run_1/cell_density.png
The die is cut into 13 by 13 equal tiles; white is low, dark blue is high, 0 to 100% covered.
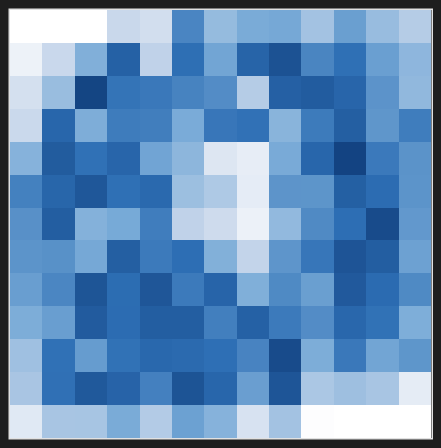
run_1/layer_met4.png
Bar = 50 um. Supply wires on this layer in gray. Cells faint in the background.
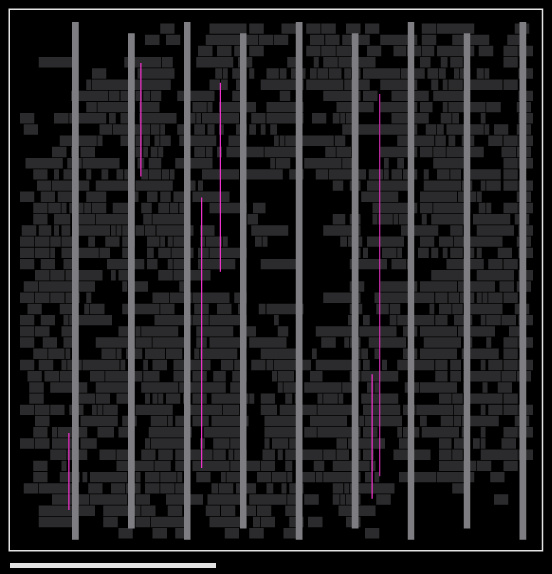
run_1/congestion.png
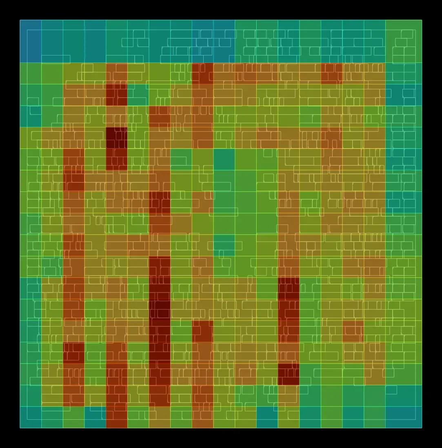
run_1/layer_met1.png
Supply wires on this layer in gray.
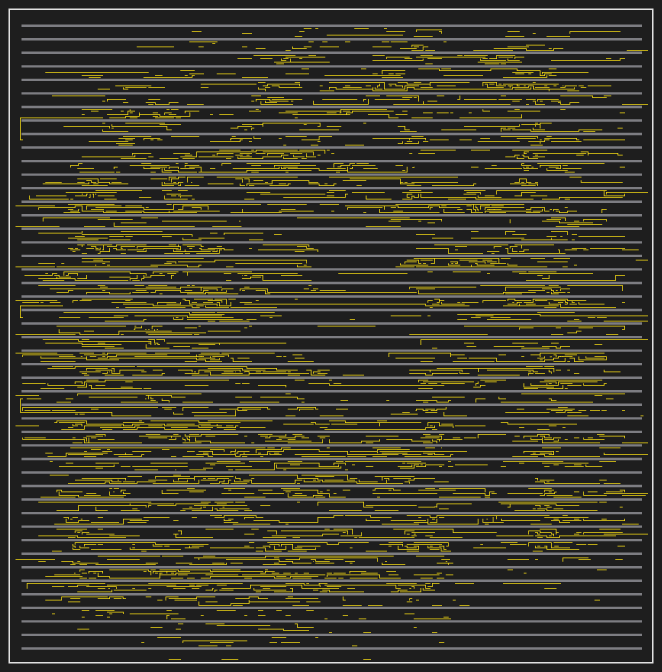
Design ex_mem_stage, sky130hd; sources not shown.
==> run summary, run 1 <==
Mean Syn Cell Area = 10.91 sq um
Root cell of the clock tree = clkbuf_16
Post-synthesis mux area share = 0.09825
Main area contributors = dfrtp_1 (54%), a22oi_1 (5.2%), mux2i_1 (4.8%)
Synthesized instance count = 683
H-tree Lvls = 4
Worst vdd rail ir drop = 157.1 uV
Complex Gates by Area = 0.1935
Critical Path End Type = primary output
Final tally of hold violations = 0
Largest register FFs = 80
Reg2reg setup slack = 4.98 ns
Cycle use final = 0.7688
# resized after CTS = 0
Max-area cell share = 0.5442
Leak = 4.394 nW
Cell Type Count = 44
Chip Area, Yosys = 7450 sq um
Synth top cells by count = dfrtp_1 (162), nand2_1 (72), o21ai_0 (63)
Area grow syn2layout = 31.71%
Yosys warns = 0
Die Y = 131 um
Slew HR = 0.2972
Dpl ws = 1.725 ns
WP data required = 5.18 ns
Status = finished clean
Crit start category = input port
Grt ovf = 0
Slew Limit Fails = 0
Cells in synth_stat.txt = 683
Most common cell in the netlist = dfrtp_1
Asr flop ratio synth = 1.000
Hold-fix buffers at CTS = 0
Syn_nets = 763
Number of inserted diodes = 0
Port bufs = 199
Die W = 129 um
Power per Cell Area = 210.9 nW/um^2
Largest net degree at the start of global routing = 110
WP data arrival = 3.47 ns
Post-synth top area cell = dfrtp_1
Clock-pin slew on the worst setup and hold paths = 0.06 ns
Crit path depth = 3
R2R cell count = 4
Layout Nets = 898
Maximum fanout along the worst path = 5
DRT antenna net count = 0
RSZ-0062 raised after global routing = no
Min Tclk post-route = 5.689 ns
Clock Sinks = 162
DR iter-0 viols = 449
Most used cell, CP = clkdlybuf4s50_1
Antenna violations before repair = 0
DP Area = 9265 sq um
Final Cell Area = 9812 sq um
Main synth FF type = dfrtp_1
Main logic family = AND-OR/OR-AND gates
Setup repair bufs after CTS = 0
Worst hold path stage count = 2
Adder share = 0
Buf+Inv Stages, Crit Path = 2
Mapped cell area = 7450 sq um
Crit-path leading delay family = buffers and inverters
DR vias/cell = 5.700
Clk Latency, worst-skew pair = 0.42 ns
Hold crit path type = reg -> reg
Drc violations = 0
Max stage delay on crit path = 0.55 ns
Synth Seq Share = 0.5442
Fillers = 1222
DPL Wire Length = 13110 um
Die area = 16900 sq um
Final Instance Count excl. Fillers = 1046
Tool warnings = 28
Setup TNS = 0 ns
Clock Skews = 0.005623 ns
Yosys reg bits = 162
First-pass GRT wire length = 31380 um
Pwr Total = 0.002070 W
Worst slew pin tran = 1.054 ns
Xor/xnor share = 0.002351
Final GP Congestion = 0.8675
Cell Rows = 46
CTS tree = yes
Max clock buf depth = 2
Type of the worst setup path = in -> out
Pre-antenna DRT Iters = 5
Peak Freq = 175.8 MHz
Crit-path cells = clkdlybuf4s50_1 -> nor2_1 -> clkdlybuf4s50_1
Cts bufs inserted = 17
Simple Share, Synth = 0.08146
Layout cells sized above 1 = 0.08072
Number of enable flip-flop cells = 0
Fin util = 0.6291
Number of global-route vias before repair = 5968
Slowest CP cell = clkdlybuf4s50_1
Fin worst setup slack = 1.711 ns
Ports = 200
Hold slack = 0.4826 ns
Final setup vio count = 0
Max_cap viols = 0
DP Cell Count = 1015
Notes on cell_density.png above:
mean over tiles: 56%
tiles over 75% full: 27%
nearly empty tiles: 4.1%
fullest tile: 92%
Placeable Area: 15600 sq um
Starting Density: 0.4776

Notes on layer_met4.png above:
wire length on this layer: 279 um
main direction: vertical
Post-Route WL: 19940 um
DR vias: 5962

Notes on congestion.png above:
global-route usage over all layers: 0.2407
routed len/inst: 19.07 um
grt met2 use: 0.3962
most used routing layer: met2
grt met3 use: 0.04357

Notes on layer_met1.png above:
share of all routed wire: 44%
longest straight run: 45.5 um
main direction: horizontal
wire length on this layer: 8690 um
M1 GR Usage: 0.3262

-- run 1: area by class of cell --
cell class                      instances  area [sq um]  area share
Clock buffer                           25         485.5     0.04948
Clock inverter                          6         55.05    0.005611
Inverter                               18         72.57    0.007396
Multi-Input combinational cell        412          2823      0.2877
Sequential cell                       162          4054      0.4132
Tap cell                              216         270.3     0.02754
Timing Repair Buffer                  207          2052      0.2091
-- run 1: tightest hold or removal path, delay by kind of cell, from the launching register on --
kind / cells / cell delay (ns)
flops: 1 / 0.34
simple gates: 1 / 0.04
compound gates: 1 / 0.06
-- run 1: cell usage in the layout (no fill, tap or decap), types with 3 or more instances in the layout --
master	netlist	layout
a22o_1	37	36
dfrtp_1	162	162
buf_4	38	8
inv_1	18	17
a22oi_1	52	52
clkdlybuf4s50_1	0	199
clkbuf_16	0	17
clkbuf_8	0	3
nor2b_1	5	3
a221o_1	18	18
clkbuf_1	25	5
o21ai_0	63	63
clkinv_2	0	5
mux2_1	8	8
o2bb2ai_1	6	6
a2bb2oi_1	8	8
nand2_1	72	72
nand3_1	3	3
mux2i_1	36	36
mux2_2	25	25
nor2_1	48	47
-- run 1: routing by layer --
layer,global-route usage,part of all wire,wire length (um),vias up
li1,-,-,-,2685
met1,0.3262,0.44,8688,3001
met2,0.3962,0.48,9636,254
met3,0.04357,0.067,1339,22
met4,0.07864,0.014,278,0
met5,0,0,0,-
-- run 1: kinds of logic after synthesis --
family | count (synthesis)
mux | 69
compound gates | 198
flops | 162
xor+xnor | 2
buf+inv | 109
simple gates | 143
-- run 1: where the power goes --
part           switching, W  internal [W]
logic              0.000151      0.000153
clock network      0.000334      0.000485
registers         0.0000267      0.000920
total              0.000511       0.00156
run_1/placement_by_type.png
Bar = 50 um. Fill, decap, tap and diode cells in gray.
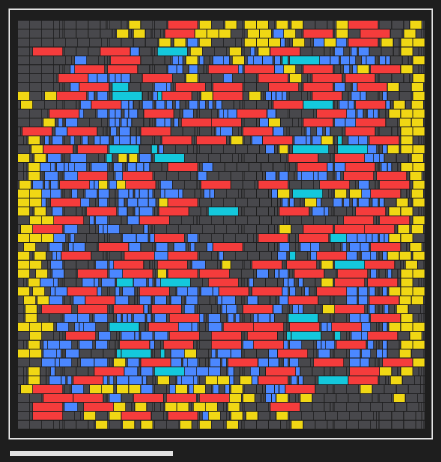

--- run 2 (diff from run 1) ---
--- a/config.mk
+++ b/config.mk
@@ -5,9 +5,9 @@
 export SDC_FILE = /design/constraint.sdc
 export NUM_CORES = 1
 export LEC_CHECK = 0
-export CORE_AREA = 2 2 127 129
+export CORE_AREA = 2 2 134 136
 export DETAILED_ROUTE_END_ITERATION = 10
-export DIE_AREA = 0 0 129 131
+export DIE_AREA = 0 0 136 138
 export PLACE_DENSITY_LB_ADDON = 0.3
 export SLEW_MARGIN = 20
 export SYNTH_ARGS = -nofsm -noshare
==> constraint.sdc (replaced) <==
create_clock -name clk -period 4.7 [get_ports clk]
set_input_delay 1.41 -clock clk [delete_from_list [all_inputs] [get_ports clk]]
set_output_delay 1.41 -clock clk [all_outputs]
set_load 0.01 [all_outputs]
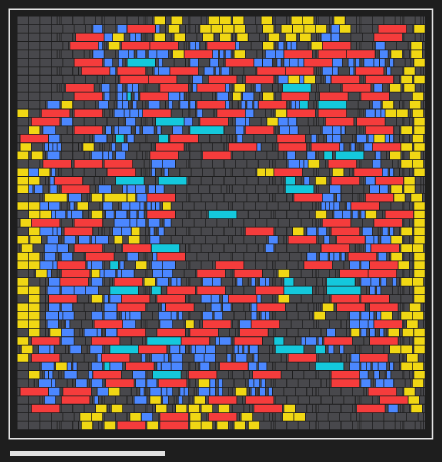
run_2/placement_by_type.png
Bar = 50 um. Fill, decap, tap and diode cells in gray.
legend:
  sequential cells:
    color: red
    cells: 162
    share_of_their_area: 42%
  combinational and other logic:
    color: blue
    cells: 430
    share_of_their_area: 30%
  clock drivers and dummy loads:
    color: cyan
    cells: 32
    share_of_their_area: 6.3%
  remaining buffers and delay cells:
    color: yellow
    cells: 211
    share_of_their_area: 22%
flop share of the area: 0.4077
fin util: 0.5671
Final Cell Area: 9943 sq um
Placeable Area: 17530 sq um

==> run 2 against run 1 <==
Global-route usage shrank 1.7 points. Area after synthesis is the same. Sequential power grew 57%. Critical endpoint unchanged.
==> run summary, run 2 <==
Register area = 4054 sq um (unchanged)
Die Y = 138 um (was 131 um)
Routed len/inst = 19.33 um (was 19.07 um)
Max clock buf depth = 2 (unchanged)
Buf+Inv Stages, Crit Path = 2 (unchanged)
Mapped cell area = 7450 sq um (unchanged)
Clk Latency, worst-skew pair = 0.43 ns (was 0.42 ns)
Crit path depth = 3 (unchanged)
DR iter-0 viols = 314 (was 449)
Clock-pin slew on the worst setup and hold paths = 0.06 ns (about the same)
H-tree Lvls = 4 (unchanged)
Most common cell in the netlist = dfrtp_1 (unchanged)
Cycle use final = 0.8562
Drc violations = 0 (unchanged)
Fillers = 1511 (was 1222)
Main synth FF type = dfrtp_1 (unchanged)
DR vias = 6021 (was 5962)
Yosys warns = 0 (unchanged)
Post-synth top area cell = dfrtp_1 (unchanged)
Layout Nets = 902 (was 898)
Chip Area, Yosys = 7450 sq um (unchanged)
Fin worst setup slack = 0.6757 ns (was 1.711 ns)
Most frequent logic cell in the layout = clkdlybuf4s50_1 (unchanged)
Peak Freq = 248.5 MHz
Worst hold path stage count = 2 (unchanged)
Most used routing layer = met2 (unchanged)
Main area contributors = dfrtp_1 (54%), a22oi_1 (5.2%), mux2i_1 (4.8%) (unchanged)
Clock Sinks = 162 (unchanged)
Slew HR = 0.3380 (was 0.2972)
Final GP Congestion = 0.8557 (was 0.8675)
Min Tclk post-route = 4.024 ns
Setup TNS = 0 ns (unchanged)
Crit-path cells = clkdlybuf4s50_1 -> nor2_1 -> clkdlybuf4s50_1 (unchanged)
Type of the worst setup path = in -> out (unchanged)
Syn_nets = 763 (unchanged)
Status = finished clean (unchanged)
RSZ-0062 raised after global routing = no (unchanged)
Cts bufs inserted = 17 (unchanged)
Starting Density = 0.4249 (was 0.4776)
Slowest CP cell = clkdlybuf4s50_1 (unchanged)
Tool warnings = 28 (unchanged)
Largest register FFs = 80 (unchanged)
DP Area = 9335 sq um (was 9265 sq um)
Most used cell, CP = clkdlybuf4s50_1 (unchanged)
Hold-fix buffers at CTS = 0 (unchanged)
Layout cells sized above 1 = 0.09102 (was 0.08072)
Hold crit path type = reg -> reg (unchanged)
Pre-antenna DRT Iters = 5 (unchanged)
Number of global-route vias before repair = 6188 (was 5968)
Antenna violations before repair = 0 (unchanged)
Mean Syn Cell Area = 10.91 sq um (unchanged)
Maximum fanout along the worst path = 5 (unchanged)
# resized after CTS = 0 (unchanged)
Die W = 136 um (was 129 um)
WP data arrival = 2.61 ns (was 3.47 ns)
Synth Seq Share = 0.5442 (unchanged)
Final tally of hold violations = 0 (unchanged)
Cell Rows = 49 (was 46)
WP data required = 3.29 ns (was 5.18 ns)
Cells in synth_stat.txt = 683 (unchanged)
Dpl ws = 0.6819 ns (was 1.725 ns)
DR vias/cell = 5.659 (was 5.700)
Synthesized instance count = 683 (unchanged)
Asr flop ratio synth = 1.000 (unchanged)
Post-Route WL = 20570 um (was 19940 um)
CTS tree = yes (unchanged)
Clock Skews = 0.005784 ns (was 0.005623 ns)
Worst slew pin tran = 0.9906 ns (was 1.054 ns)
Slew Limit Fails = 0 (unchanged)
Cell Type Count = 44 (unchanged)
Top Layout Cells = clkdlybuf4s50_1 (199), dfrtp_1 (162), nand2_1 (72) (unchanged)
Root cell of the clock tree = clkbuf_16 (unchanged)
Ports = 200 (unchanged)
Largest net degree at the start of global routing = 163 (was 110)
Yosys reg bits = 162 (unchanged)
Critical Path End Type = primary output (unchanged)
DPL Wire Length = 13320 um (was 13110 um)
Leak = 4.427 nW (was 4.394 nW)
R2R cell count = 6 (was 4)
Global-route usage over all layers = 0.2233 (was 0.2407)
Crit start category = input port (unchanged)
Grt ovf = 0 (unchanged)
Max-area cell share = 0.5442 (unchanged)
First-pass GRT wire length = 32810 um (was 31380 um)
Final setup vio count = 0 (unchanged)
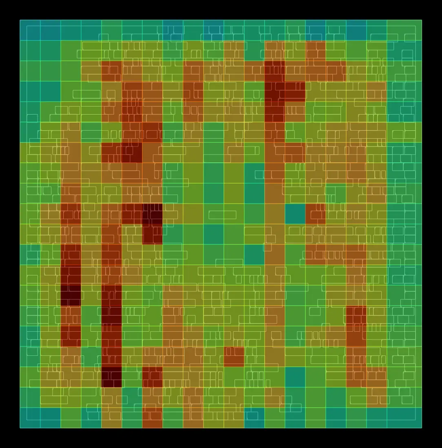
run_2/congestion.png
grt met2 use: 0.3515
grt met3 use: 0.05354
M1 GR Usage: 0.3031

[run 2: cell counts after synthesis]
Identical to the previous run, type by type.
[run 2: worst reg2reg max path: stages, from the launching register on]
cell     delay [ns]
dfrtp_1        0.49
nor2b_4        0.23
buf_4          0.55
o21ai_0        0.23
a21o_1         0.21
buf_4          0.27
o21ai_0        0.32
[run 2: power breakdown]
| part | switching, W | internal (W) |
|---|---|---|
| Clock | 0.000588 | 0.000843 |
| Combinational | 0.000243 | 0.000245 |
| Sequential | 0.0000403 | 0.00145 |
[run 2: metal layers]
layer	routed length, um	up-vias
li1	-	2701
met1	9092	3026
met2	9729	269
met3	1495	25
met4	251	0
met5	0	-
[run 2: through the flow]
stage | std cells | util | power, W | hold slack, ns
final | 1064 | 0.5671 | 0.003408 | 0.4837
after global placement | 1032 | 0.5324 | 0.001992 | 0.4486
after floorplan | 683 | - | 0.001759 | 0.4348
after CTS | 1064 | 0.5670 | 0.003440 | 0.4920
after global routing | 1064 | 0.5671 | 0.003545 | 0.5010
after detailed placement | 1032 | 0.5324 | 0.002004 | 0.4706
[run 2: cells by family after synthesis]
kind of cell | share of synthesized area
buffers and inverters | 0.08028
flip-flops | 0.5442
AND-OR/OR-AND | 0.1935
AND/OR/NAND/NOR | 0.08146
XOR/XNOR | 0.002352
multiplexers | 0.09825
[run 2: area by class of cell]
type | count | area share
Sequential cell | 162 | 0.4077
Multi-Input combinational cell | 412 | 0.2834
Timing Repair Buffer | 211 | 0.2119
Clock buffer | 18 | 0.04316
Tap cell | 229 | 0.02882
Clock inverter | 14 | 0.01787
Inverter | 18 | 0.007173
Power figures rest on the tool's default switching activity, not on a simulated workload.
